==> run_1/logic_types.png <==
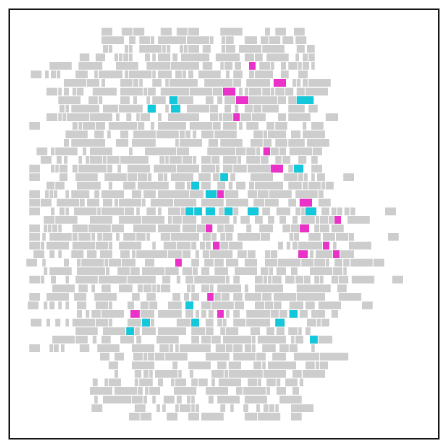
==> run_1/cell_density.png <==
The die is cut into 14 by 14 equal tiles; white is low, dark blue is high, 0 to 100% covered.
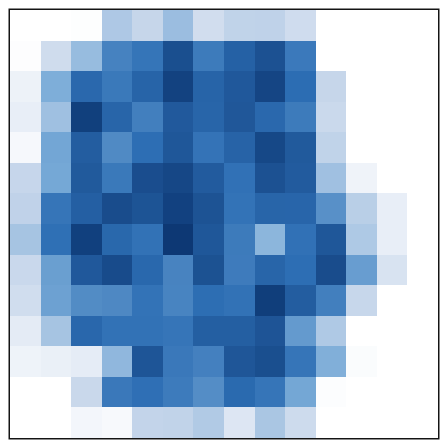
==> run_1/layer_met2.png <==
Cells faint in the background.
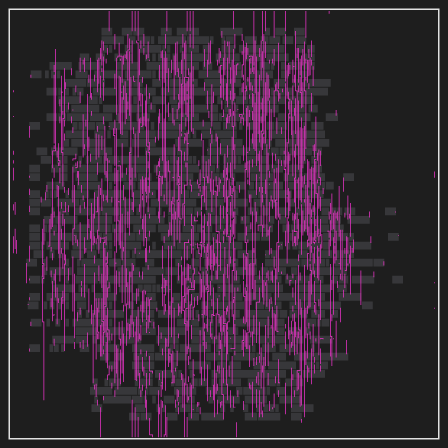
==> run_1/placement.png <==
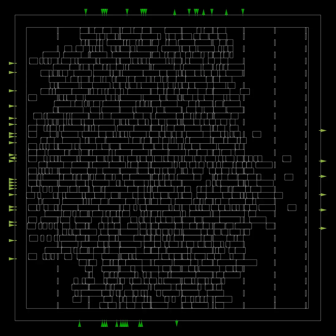
$ cat config.mk
export PLATFORM = sky130hd
export DESIGN_NAME = dds_phase_acc
export DESIGN_NICKNAME = d
export VERILOG_FILES = /design/src/rtl/dds_pkg.sv /design/src/rtl/tick_div.sv /design/src/rtl/dds_phase_acc.sv
export SDC_FILE = /design/constraint.sdc
export NUM_CORES = 1
export LEC_CHECK = 0
export CAP_MARGIN = 20
export CORE_MARGIN = 5
export CORE_UTILIZATION = 35
export DETAILED_ROUTE_END_ITERATION = 16
export GPL_ROUTABILITY_DRIVEN = 0
export SLEW_MARGIN = 0
export SYNTH_ARGS = -nofsm -noshare
export SYNTH_HDL_FRONTEND = slang
export SYNTH_SLANG_ARGS = --single-unit
$ cat constraint.sdc
create_clock -name clk -period 2.2 [get_ports clk]
set_clock_uncertainty 0.2 [all_clocks]
set_input_delay 0.44 -clock clk [delete_from_list [all_inputs] [get_ports clk]]
set_output_delay 0.44 -clock clk [all_outputs]
set_load 0.02 [all_outputs]
$ cat src/rtl/dds_pkg.sv
// Purpose: shared defaults, state encoding and phase constants for the DDS phase accumulator.
// Latency: n/a (declarations only).
// Backpressure: n/a.
package dds_pkg;

  localparam int ACC_W_DEF = 16;
  localparam int ADDRW_DEF = 8;
  localparam int DIV_W_DEF = 8;

  // 90 degrees of phase at the default accumulator width (2^(ACC_W-2)).
  localparam logic [ACC_W_DEF-1:0] QUARTER_PHASE = {2'b01, {(ACC_W_DEF-2){1'b0}}};

  typedef enum logic [1:0] {
    ST_IDLE = 2'd0,
    ST_RUN  = 2'd1,
    ST_HOLD = 2'd2
  } state_t;

endpackage

$ cat src/rtl/tick_div.sv
// Purpose: sample-rate divider; raises tick once every count+1 enabled cycles.
// Latency: tick is combinational from the internal counter.
// Backpressure: freeze holds the counter (and a pending tick) until released.
//
// Ports:
//   clk, rst : rising-edge clock, synchronous active-high reset
//   count    : terminal count; tick when the counter reaches it (0 = every cycle)
//   clear    : force the counter back to 0 (phase sync)
//   freeze   : hold the counter, e.g. while the output slot is blocked
//   tick     : sample strobe
module tick_div #(
  parameter int DIV_W = 8
) (
  input  logic             clk,
  input  logic             rst,
  input  logic [DIV_W-1:0] count,
  input  logic             clear,
  input  logic             freeze,
  output logic             tick
);

  logic [DIV_W-1:0] cnt_q;

  // >= rather than == so a counter left above a freshly lowered
  // terminal count still wraps on the next cycle instead of running to 2^DIV_W.
  assign tick = (cnt_q >= count);

  always_ff @(posedge clk) begin
    if (rst || clear) begin
      cnt_q <= '0;
    end else if (!freeze) begin
      cnt_q <= tick ? '0 : cnt_q + DIV_W'(1);
    end
  end

endmodule

$ cat src/rtl/dds_phase_acc.sv
// Purpose: DDS phase accumulator producing sine-table indices with a shadowed config.
// Latency: 1 cycle from divider tick to id_valid.
// Backpressure: id_ready low on a tick parks the tick (HOLD); acc and divider freeze, no sample lost.
//
// Ports:
//   clk, rst          : rising-edge clock, synchronous active-high reset
//   en                : run enable; low stops new samples, phase retained
//   sync              : one-cycle clear of acc, divider and the output slot
//   cfg_valid/ready   : config handshake for cfg_ftw, cfg_phase, cfg_div
//   id_valid/ready    : output handshake for id (table index) and wrap (acc overflow)
module dds_phase_acc
  import dds_pkg::*;
#(
  parameter int ACC_W = ACC_W_DEF,
  parameter int ADDRW = ADDRW_DEF,
  parameter int DIV_W = DIV_W_DEF
) (
  input  logic             clk,
  input  logic             rst,
  input  logic             en,
  input  logic             sync,
  input  logic             cfg_valid,
  output logic             cfg_ready,
  input  logic [ACC_W-1:0] cfg_ftw,
  input  logic [ACC_W-1:0] cfg_phase,
  input  logic [DIV_W-1:0] cfg_div,
  output logic             id_valid,
  input  logic             id_ready,
  output logic [ADDRW-1:0] id,
  output logic             wrap
);

  state_t           state_q, state_d;

  logic [ACC_W-1:0] acc_q;
  logic [ACC_W-1:0] ftw_q;
  logic [ACC_W-1:0] ofs_q;
  logic [DIV_W-1:0] div_q;

  logic [ACC_W-1:0] sh_ftw_q;
  logic [ACC_W-1:0] sh_ofs_q;
  logic [DIV_W-1:0] sh_div_q;
  logic             pend_q;

  logic [ADDRW-1:0] id_q;
  logic             id_valid_q;
  logic             wrap_q;

  logic             tick;
  logic             active;
  logic             slot_free;
  logic             stall;
  logic             fire;
  logic             div_freeze;
  logic             activate;
  logic             cfg_xfer;
  logic [ACC_W:0]   acc_step;
  logic [ACC_W-1:0] phase_sum;

  assign active    = (state_q != ST_IDLE);
  assign slot_free = !id_valid_q || id_ready;
  assign stall     = tick && !slot_free;
  // sync wins over a coincident tick: the cleared phase must not be overwritten.
  assign fire      = active && en && tick && slot_free && !sync;
  // Freezing on a stalled tick keeps the tick asserted, so the parked sample
  // is issued exactly once as soon as the slot frees up.
  assign div_freeze = !active || !en || stall;

  // A shadow is pending while cfg_ready is low; it lands on a sample tick
  // (after that sample used the old values) or immediately when idle.
  assign cfg_ready = !pend_q;
  assign cfg_xfer  = cfg_valid && !pend_q;
  assign activate  = pend_q && (fire || (state_q == ST_IDLE));

  assign acc_step  = {1'b0, acc_q} + {1'b0, ftw_q};
  assign phase_sum = acc_q + ofs_q;  // modulo add, carry intentionally dropped

  tick_div #(
    .DIV_W (DIV_W)
  ) u_tick_div (
    .clk    (clk),
    .rst    (rst),
    .count  (div_q),
    .clear  (sync),
    .freeze (div_freeze),
    .tick   (tick)
  );

  always_comb begin
    state_d = state_q;
    unique case (state_q)
      ST_IDLE: begin
        if (en) state_d = ST_RUN;
      end
      ST_RUN: begin
        if (!en) begin
          if (slot_free) state_d = ST_IDLE;
        end else if (stall) begin
          state_d = ST_HOLD;
        end
      end
      ST_HOLD: begin
        if (id_ready) state_d = ST_RUN;
      end
      default: state_d = ST_IDLE;
    endcase
    // sync empties the slot, so nothing is left to wait for.
    if (sync) state_d = en ? ST_RUN : ST_IDLE;
  end

  always_ff @(posedge clk) begin
    if (rst) begin
      state_q    <= ST_IDLE;
      acc_q      <= '0;
      ftw_q      <= '0;
      ofs_q      <= '0;
      div_q      <= '0;
      sh_ftw_q   <= '0;
      sh_ofs_q   <= '0;
      sh_div_q   <= '0;
      pend_q     <= 1'b0;
      id_q       <= '0;
      id_valid_q <= 1'b0;
      wrap_q     <= 1'b0;
    end else begin
      state_q <= state_d;

      if (cfg_xfer) begin
        sh_ftw_q <= cfg_ftw;
        sh_ofs_q <= cfg_phase;
        sh_div_q <= cfg_div;
        pend_q   <= 1'b1;
      end else if (activate) begin
        ftw_q  <= sh_ftw_q;
        ofs_q  <= sh_ofs_q;
        div_q  <= sh_div_q;
        pend_q <= 1'b0;
      end

      if (sync) begin
        acc_q      <= '0;
        id_valid_q <= 1'b0;
      end else if (fire) begin
        id_q       <= phase_sum[ACC_W-1 -: ADDRW];
        acc_q      <= acc_step[ACC_W-1:0];
        wrap_q     <= acc_step[ACC_W];
        id_valid_q <= 1'b1;
      end else if (id_ready) begin
        id_valid_q <= 1'b0;
      end
    end
  end

  // Index goes straight to the sine table address port.
  assign id       = id_q;
  assign id_valid = id_valid_q;
  assign wrap     = wrap_q;

endmodule

==> qor.yml, run 1 <==
n_tap_cell: 216
insertion_delay_ns: 0.42
cts_made_buffers: 17
path_delay_family: "AND-OR/OR-AND gates"
grt_usage: 0.179
drive_above_1_share: 0.370
comb-cell-share: 0.446
fin_ws_ns: -0.255
place_ws_ns: -0.335
tightestPinTransition_ns: 0.446
ys_cells: 705
finalSetupViolCount: 73
whs_ns: 0.249
cts_root_buf: "clkbuf_16"
p_leak_nw: 3.64
cap_violations: 0
largest_cell_class: "logic gates"
cp-endpoint: "ofs_q[5]"
nClkBuffers: 19
crit_chain: "inv_2 > ha_4 > nand2b_4 > a2111oi_4 > o31a_1 > buf_4 > nor3_4 > o21a_4 > buf_8 > buf_12 > nand2_4 > a21oi_2"
via_per_inst: 5.01
intPower_mw: 4.37
seq-power_mw: 2.25
drt_first_pass_iters: 4
async_flop_share: 0
outcome: "finished with violations"
rsz0062_at_grt: "yes"
critPathKind: "reg2reg"
edf_count: 0
finalClockPeriodUsage: 1.12
yosysWarnings: 0
holdPathEnd: "div_q[7]"
cp_slowest_cell: "dfxtp_2"
p_comb_mw: 0.669
cts_tree: "built"
routed_wl_mm: 16.2
max_freq_ghz: 0.407
fin_cells: 1071
violations: "negative setup slack"
p_clk_mw: 2.88
power.share.combinational: 0.115
Back to the opening pictures, logic_types.png:
| colour | family | cells | most used |
|---|---|---|---|
| cyan | AND-OR and OR-AND gates | 21 | a21o_1 |
| magenta | AND and OR gates | 20 | or3_1 |

Back to the opening pictures, cell_density.png:
densest ninth of the die: middle
fullest tile: 97%
mean over tiles: 46%

Back to the opening pictures, layer_met2.png:
nets with wire on the layer: 778
main direction: vertical

Back to the opening pictures, placement.png:
core outline area: 15700 µm²
flop share of the area: 0.268
fillers: 1363
final design utilization: 0.559

## run 1: per-layer routing
metal | GRT usage | wire length [µm] | vias to the layer above
met5 | 0 | 0 | -
met4 | 0.0627 | 269 | 0
met3 | 0.0426 | 704 | 19
met2 | 0.285 | 7670 | 99
met1 | 0.237 | 7600 | 2521
li1 | - | - | 2726
## run 1: logic make-up (layout without fill, tap and decap cells)
logic type	Yosys count	count (layout)	share of synthesized area
simple gates	277	278	0.212
compound gates	198	198	0.205
flops	117	117	0.421
buf+inv	54	203	0.0403
fa+ha+maj	40	40	0.0913
xor+xnor	17	17	0.0268
mux	2	2	0.00382
==> run_1/layer_met1.png <==
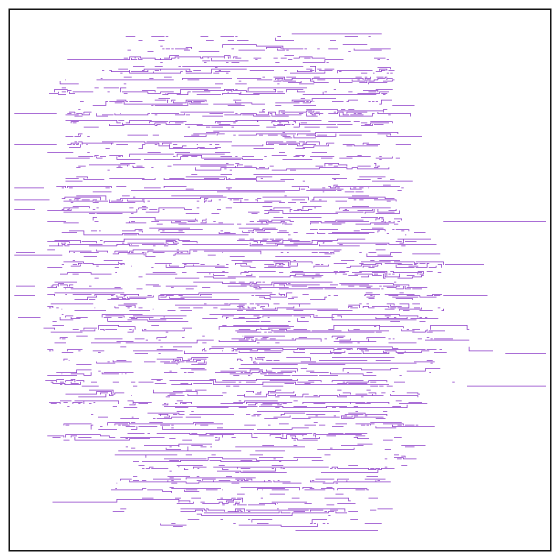

==> run 2: changes to the inputs <==
Clock period 2.2 ns to 1.98 ns, I/O delays scaled along.
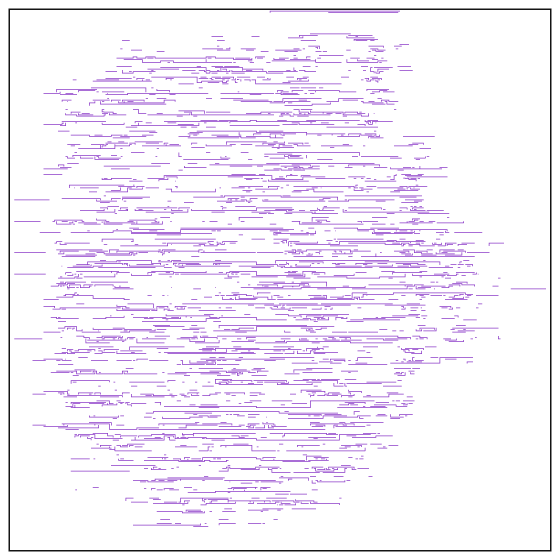
(run_2/layer_met1.png)
share of all routed wire: 47%
nets with wire on the layer: 876

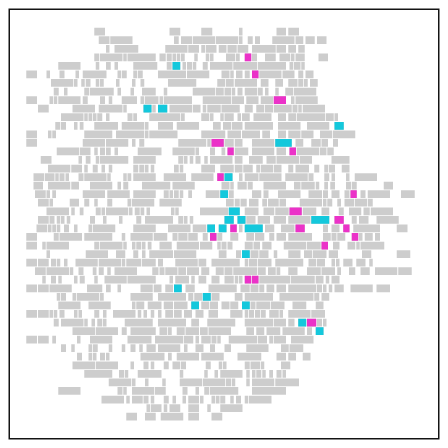
(run_2/logic_types.png)
| colour | family | cells | most used |
|---|---|---|---|
| cyan | AND-OR and OR-AND gates | 21 | a21o_1 |
| magenta | AND and OR gates | 19 | or3_1 |

==> run 2 against run 1 <==
The run still ends with negative setup slack left. Non-clock buffer count rose by 4. Clock power rose by 5%. Sequential power up about 10%. Clock-buffer cell count increased by 2. Die size unchanged. Critical path depth down 3. Sequential cell count is the same. Utilization decreased by 2.6 points. Worst setup slack worse by 0.17 ns. Worst hold slack worse by 0.17 ns. Maximum frequency up 2.2%. Highest routed layer unchanged.
==> qor.yml, run 2 <==
wirelength_met1_mm: 7.39
outcome: "finished with violations"
fillers: 1402
fin_ws_ns: -0.423
routed-wl-met3_um: 842
drt_first_pass_iters: 4
die_h_um: 136
async_flop_share: 0
coreArea_um2: 15700
edf_count: 0
cp-endpoint: "id[2]"
comb-cell-share: 0.429
finalSetupViolCount: 77
holdPathEnd: "state_q[0]"
violations: "negative setup slack"
intPower_mw: 4.65
cap_violations: 0
ys_cells: 705
met3_usage: 0.0437
seq_area_frac: 0.282
crit_chain: "inv_2 > ha_4 > nand4_1 > o31a_1 > or3_4 > buf_12 > nor4b_4 > a31oi_1 > o211ai_1"
top_usage_layer: "met2"
route.met2.wl_mm: 7.32
routed_wl_mm: 15.9
comb_area_um2: 3590
rsz0062_at_grt: "yes"
met1_usage: 0.231
path_delay_family: "simple AND/OR/NAND/NOR gates"
cts_root_buf: "clkbuf_16"
cp_slowest_cell: "or3_4"
seq_cells: 117
via_per_inst: 5.03
largest_cell_class: "logic gates"
whs_ns: 0.0780
drive_above_1_share: 0.284
cts_tree: "built"
grt_usage: 0.173
max_freq_ghz: 0.416
finalClockPeriodUsage: 1.21
nClkBuffers: 21
globalRouteMet2Util: 0.272
cts_made_buffers: 17
tightestPinTransition_ns: 0.384
n_tap_cell: 216
critPathKind: "reg2reg"
drtIter0Drc: 195
yosysWarnings: 0
fin_cells: 1072
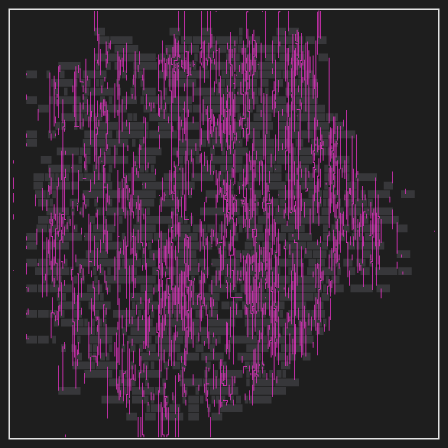
(run_2/layer_met2.png)
Cells faint in the background.
main direction: vertical
nets with wire on the layer: 753
longest straight run: 42.8 µm
share of all routed wire: 46%

## run 2: power groups by stage
stage / clock network, mW / logic (mW) / registers, mW
finish: 3.01 / 0.595 / 2.48
global route: 3.17 / 0.654 / 2.49
CTS: 3.04 / 0.562 / 2.48
detailed placement: 0 / 0.502 / 2.53
global placement: 0 / 0.490 / 2.53
floorplan: 0 / 0.283 / 2.52
## run 2: logic make-up (layout without fill, tap and decap cells)
logic type,after synthesis,in the layout,synth area share
simple gates,277,277,0.212
compound gates,198,198,0.205
flops,117,117,0.421
buf+inv,54,205,0.0403
fa+ha+maj,40,40,0.0913
xor+xnor,17,17,0.0268
mux,2,2,0.00382
==> run_2/cell_density.png <==
The die is cut into 14 by 14 equal tiles; white is low, dark blue is high, 0 to 100% covered.
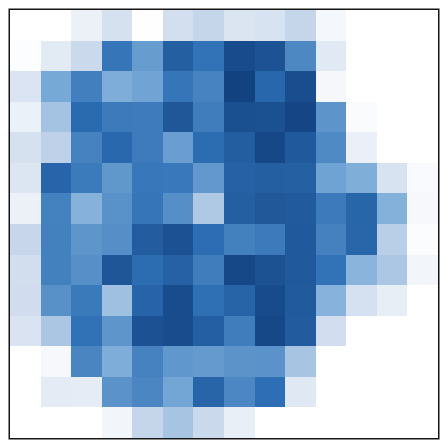

==> run 3: changes to the inputs <==
Settings changed: SLEW_MARGIN 0 to 20, SYNTH_HIERARCHICAL from default to 1.
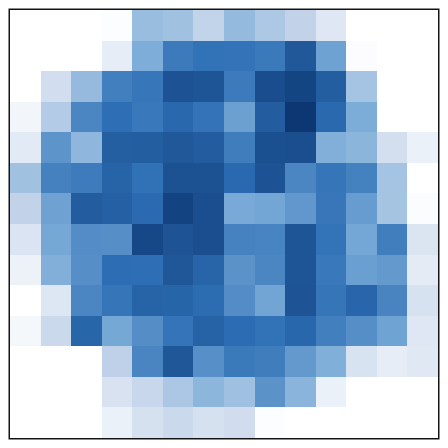
(run_3/cell_density.png)
The die is cut into 14 by 14 equal tiles; white is low, dark blue is high, 0 to 100% covered.
tiles over 75% full: 22%
fullest tile: 97%
densest ninth of the die: middle

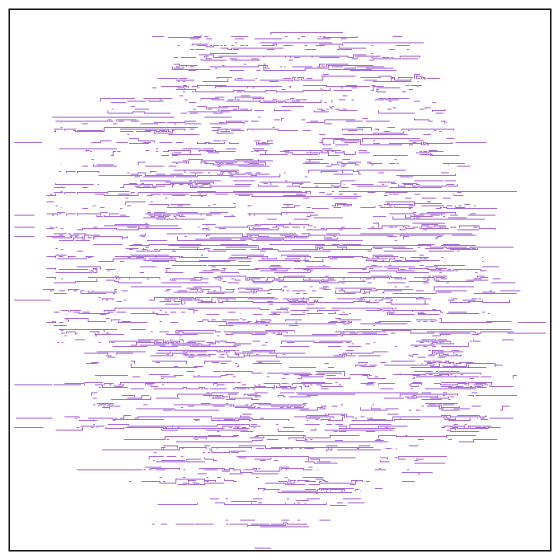
(run_3/layer_met1.png)
main direction: horizontal
wire length on this layer: 8110 µm
share of all routed wire: 46%
nets with wire on the layer: 925

==> run 3 against run 2 <==
The run still ends with negative setup slack left. Global-route usage fell by 0.60 points. Maximum frequency fell by 8.8%. Power rose by 8.4%. Clock-buffer cell count fell by 2. Sequential power barely moved. Clock power rose by 8.6%. Die size rose by 3.6%. Largest power group unchanged. Synthesized cell count rose by 2.8%. Non-clock buffer count rose by 21. Sequential cell count did not move. First-iteration DRC count rose by 16%. Register-to-register slack got worse by 0.23 ns.
==> qor.yml, run 3 <==
edf_count: 0
drtIter0Drc: 227
yosysWarnings: 6
drt_first_pass_iters: 4
fin_ws_ns: -0.655
holdPathEnd: "div_q[7]"
coreArea_um2: 16400
outcome: "finished with violations"
p_leak_nw: 3.80
rsz0062_at_grt: "yes"
comb_area_um2: 3920
highest_layer: "met4"
largest_cell_class: "logic gates"
cts_tree: "built"
whs_ns: 0.246
comb-cell-share: 0.434
xor_share: 0.0227
finalSetupViolCount: 77
insertion_delay_ns: 0.42
aoi_share: 0.214
wirelength_met1_mm: 8.11
die_h_um: 138
violations: "negative setup slack"
place_ws_ns: -0.667
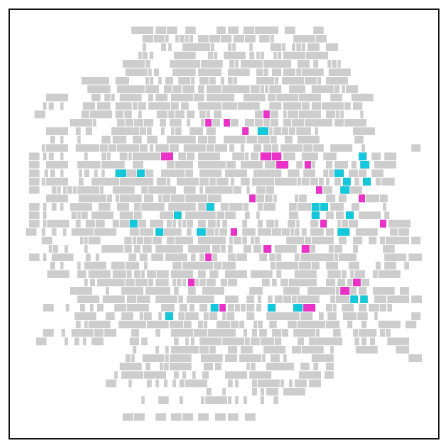
(run_3/logic_types.png)
| colour | family | cells | most used |
|---|---|---|---|
| magenta | AND and OR gates | 23 | or3_1 |
| cyan | AND-OR and OR-AND gates | 25 | a21o_1 |

[run 3: netlist changes by cell type after synthesis, sizes merged, moves of 3 or more]
cell and change:
a211o +3, a211oi +7, a21o +4, a21oi -6, a31oi -3, inv -3
nand2 -16, nand3 +19, nor2 +4, nor3 +8, o211ai -4, o21bai +5
o22ai -3, or4 +3
[run 3: power groups by stage]
stage | logic [mW] | registers (mW) | clock network, mW
after floorplan | 0.313 | 2.52 | 0
after global placement | 0.568 | 2.53 | 0
after detailed placement | 0.572 | 2.53 | 0
after CTS | 0.714 | 2.48 | 3.34
after global routing | 0.883 | 2.50 | 3.44
final | 0.825 | 2.49 | 3.27
Power figures rest on the tool's default switching activity, not on a simulated workload.
